--- config.mk ---
export PLATFORM = sky130hd
export DESIGN_NAME = apb_slave_regs
export DESIGN_NICKNAME = d
export VERILOG_FILES = /design/src/rtl/apb_slave_regs.sv
export SDC_FILE = /design/constraint.sdc
export NUM_CORES = 1
export LEC_CHECK = 0
export CORE_UTILIZATION = 25
export CTS_CLUSTER_DIAMETER = 150
export DETAILED_ROUTE_END_ITERATION = 6
export DONT_BUFFER_PORTS = 1
export MAX_ROUTING_LAYER = met4
export PLACE_DENSITY = 0.38
export SLEW_MARGIN = 0
export SYNTH_ARGS = -nofsm -noshare
export SYNTH_HDL_FRONTEND = slang
export SYNTH_SLANG_ARGS = --single-unit
export TNS_END_PERCENT = 50
--- constraint.sdc ---
create_clock -name PCLK -period 8.2 [get_ports PCLK]
set_clock_uncertainty 0.2 [all_clocks]
set_input_delay 1.23 -clock PCLK [delete_from_list [all_inputs] [get_ports PCLK]]
set_output_delay 1.23 -clock PCLK [all_outputs]
set_load 0.05 [all_outputs]
--- src/rtl/apb_slave_regs.sv ---
// APB slave with a small register file: ID, CTRL (wait-state count), two scratch
// registers, a W1C status register and a write counter.
module apb_slave_regs #(
    parameter logic [31:0] ID_VALUE = 32'hA0B0_0001
) (
    input  logic        PCLK,
    input  logic        PRESET,
    input  logic        PSEL,
    input  logic        PENABLE,
    input  logic        PWRITE,
    input  logic [31:0] PADDR,
    input  logic [31:0] PWDATA,
    output logic [31:0] PRDATA,
    output logic        PREADY,
    output logic        PSLVERR
);

    localparam logic [31:0] ADDR_ID      = 32'h00;
    localparam logic [31:0] ADDR_CTRL    = 32'h04;
    localparam logic [31:0] ADDR_SCRATCH0 = 32'h08;
    localparam logic [31:0] ADDR_SCRATCH1 = 32'h0C;
    localparam logic [31:0] ADDR_STATUS  = 32'h10;
    localparam logic [31:0] ADDR_WCOUNT  = 32'h14;

    typedef enum logic {
        IDLE,
        ACCESS
    } state_t;

    state_t      state, state_next;
    logic [3:0]  cnt, cnt_next;
    logic [3:0]  ctrl_wait;
    logic [31:0] scratch0;
    logic [31:0] scratch1;
    logic [1:0]  status;      // [0] ERR_SEEN, [1] WR_SEEN
    logic [31:0] wcount;

    logic        addr_invalid;
    logic        complete;
    logic        wr_ok;
    logic [31:0] rd_value;

    always_comb begin
        addr_invalid = (PADDR[1:0] != 2'b00) || (PADDR > ADDR_WCOUNT) ||
                       (PWRITE && ((PADDR == ADDR_ID) || (PADDR == ADDR_WCOUNT)));
        PREADY   = (state == ACCESS) && PENABLE && (cnt == 4'd0);
        PSLVERR  = PREADY && addr_invalid;
        complete = PREADY && PSEL;
        wr_ok    = complete && PWRITE && !addr_invalid;
    end

    // NOTE: every output of a combinational block gets a default first, so no
    // path through the case leaves it unassigned and a latch is never inferred.
    always_comb begin
        rd_value = 32'd0;
        case (PADDR)
            ADDR_ID:       rd_value = ID_VALUE;
            ADDR_CTRL:     rd_value = {28'd0, ctrl_wait};
            ADDR_SCRATCH0: rd_value = scratch0;
            ADDR_SCRATCH1: rd_value = scratch1;
            ADDR_STATUS:   rd_value = {30'd0, status};
            ADDR_WCOUNT:   rd_value = wcount;
            default:       rd_value = 32'd0;
        endcase
        PRDATA = (PREADY && !PWRITE && !addr_invalid) ? rd_value : 32'd0;
    end

    always_comb begin
        state_next = state;
        cnt_next   = cnt;
        case (state)
            IDLE: begin
                // PENABLE high while idle is a protocol violation and is ignored.
                if (PSEL && !PENABLE) begin
                    state_next = ACCESS;
                    cnt_next   = ctrl_wait;
                end
            end
            ACCESS: begin
                if (!PSEL) begin
                    state_next = IDLE;
                end else if (PREADY) begin
                    state_next = IDLE;
                end else if (cnt != 4'd0) begin
                    cnt_next = cnt - 4'd1;
                end
            end
            default: state_next = IDLE;
        endcase
    end

    // NOTE: sequential state uses non-blocking assignments so every flop samples
    // pre-edge values regardless of statement order.
    always_ff @(posedge PCLK or posedge PRESET) begin
        if (PRESET) begin
            state <= IDLE;
            cnt   <= 4'd0;
        end else begin
            state <= state_next;
            cnt   <= cnt_next;
        end
    end

    always_ff @(posedge PCLK or posedge PRESET) begin
        if (PRESET) begin
            ctrl_wait <= 4'd0;
            scratch0  <= 32'd0;
            scratch1  <= 32'd0;
            status    <= 2'b00;
            wcount    <= 32'd0;
        end else begin
            if (complete && addr_invalid) begin
                status[0] <= 1'b1;
            end
            if (wr_ok) begin
                wcount    <= wcount + 32'd1;
                status[1] <= 1'b1;
                case (PADDR)
                    ADDR_CTRL:     ctrl_wait <= PWDATA[3:0];
                    ADDR_SCRATCH0: scratch0  <= PWDATA;
                    ADDR_SCRATCH1: scratch1  <= PWDATA;
                    // W1C, with this write's own WR_SEEN set taking priority.
                    ADDR_STATUS:   status    <= (status & ~PWDATA[1:0]) | 2'b10;
                    default: ;
                endcase
            end
        end
    end

endmodule

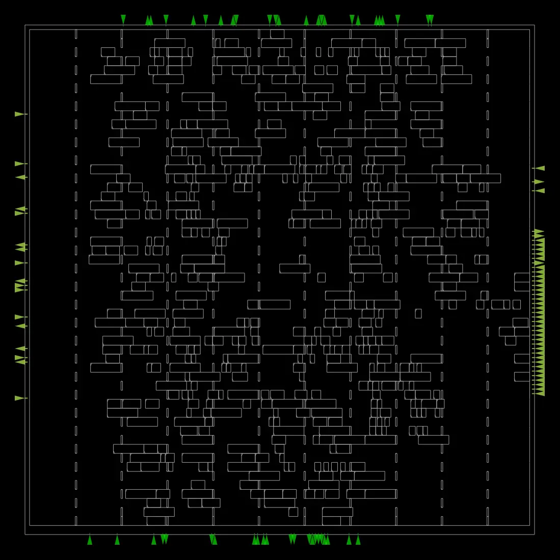
(images/placement.png)
utilization after layout: 28.0%
fraction of area in registers: 42.4%
flop count: 107
core area: 22600 sq um

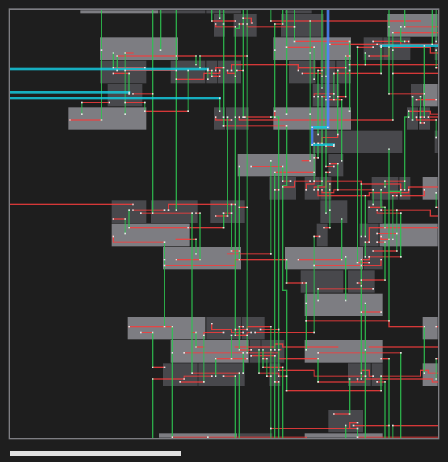
(images/detail.png)
Scale bar: 20 um. Window x 13 to 63, y 13 to 63 um. Cells in gray, sequential cells in the stronger gray; small squares are vias.
color	layer
green	metal 2
blue	metal 4
red	metal 1
cyan	metal 3
cells with their middle in the window	62
sequential cells in the window	14
most frequent	dfrtp_1 (14), nor2_1 (7)
netlist names of flops here include	wcount (7), scratch1 (4), scratch0 (3)

==> impl_metrics.csv <==
group,metric,value,unit
global_route,antenna_found_initial,0,
power_and_ir_drop,pg_comb,56.7,uW
cells_and_area,reg_top3,"scratch0 (32), scratch1 (32), wcount (32)",
place,dpl.hpwl,10600,um
power_and_ir_drop,maxPowerGroup,"sequential cells",
yosys,synthTopCellsByCount,"107 x dfrtp_1, 49 x nor2_1, 43 x mux2_2",
power_and_ir_drop,total_power,1040,uW
global_route,grt_first_pass_wirelength,24600,um
clock_network,post_cts.repair.setup_buffers,0,
timing,finalSetupTns,0,ns
floorplanning,dieArea,23600,sq um
global_route,grt_use_met2,22.0,%
yosys,async_flop_share,100,%
worst_hold_path,hold_path_class,"flip-flop to flip-flop",
place,place_ws,2.53,ns
clock_network,worstSkewPairLatency,0.35,ns
yosys,yosys_area,5750,sq um
cells_and_area,nClkBuffers,12,
floorplanning,fp_util,25.5,%
place,gp_congestion,0.752,
yosys,yosys_warnings,0,
timing,clock.fmax,177,MHz
yosys,netlist_instances,506,
yosys,ys_seq_share,46.5,%
cells_and_area,num_antenna_cells,0,
drt,wl_met3,1060,um
clock_network,cts_resized,0,
cells_and_area,nonClockBufferCount,9,
drt,wl_met1,7060,um
setup_path,worst_path_max_delay_cell,"nor3_2",
drt,avgViaCountPerCell,4.90,
yosys,ys_cells,506,
setup_path,regToRegSetupSlack,5.45,ns
yosys,synth_top_cell_by_area,"dfrtp_1",
cells_and_area,nets,574,
yosys,syn_avg_cell_area,11.4,sq um
timing,holdWs,0.272,ns
setup_path,path_max_fanout,17,
power_and_ir_drop,swShare,23.9,%
setup_path,critPathKind,"primary input to output port",
setup_path,crit_cells,6,
yosys,top_cell_area_share,46.5,%
setup_path,critPathMaxStageDelay,1.11,ns
drt,drtIter0Drc,236,
cells_and_area,stdcell_area,6320,sq um
job,maxCapViolations,0,
place,port_buffers,0,
drt,drc,0,
setup_path,crit_required,6.77,ns
setup_path,reg2reg_depth,7,
power_and_ir_drop,p_comb_share,5.5,%
timing,hold_violations,0,
cells_and_area,mi_logic_area,2870,sq um
floorplanning,die.size.y,154,um
yosys,synthMuxAreaShare,21.6,%
yosys,synthAoiAreaFrac,7.13,%
setup_path,arrival,4.23,ns
drt,dr.pass1.iters,4,
timing,worst_slack,2.54,ns
status,status,"complete, no violations",
yosys,ys.flops,107,
cells_and_area,syn2layout_area_growth,9.76,%
setup_path,reg2reg_from,"cnt[0]",
drt,drtAntennaViolNets,0,
worst_hold_path,hold_start,"wcount[31]",
timing,finalSetupViolCount,0,
yosys,syn-num-nets,578,
yosys,synth.distinct_cells,51,
clock_network,root_buffer,"clkbuf_16",
drt,wl_met2,7170,um
setup_path,cp-end-kind,"output port",
power_and_ir_drop,p_leak,0.00290,uW
timing,fin_crit,5.66,ns
global_route,busiest_layer,"met2",
setup_path,crit_family,"simple AND/OR/NAND/NOR gates",
timing,worst_slew_pin_slew,1.30,ns
yosys,synth.logic.top_family,"multiplexers",
worst_hold_path,hold_depth,1,
timing,max-slew-margin-rel,12.6,%
clock_network,htreeDepth,3,
yosys,xor_share,4.87,%
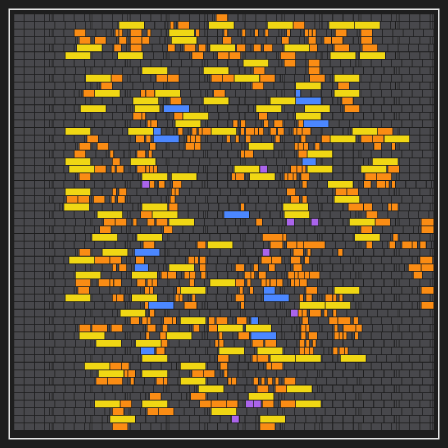
(images/placement_by_type.png)
Fill, decap, tap and diode cells in gray.
color	class	cells	share of their area
yellow	flops	107	45%
orange	combinational and other logic	375	49%
purple	other buffers and delay cells	9	1.1%
blue	clock drivers and dummy loads	16	5.0%

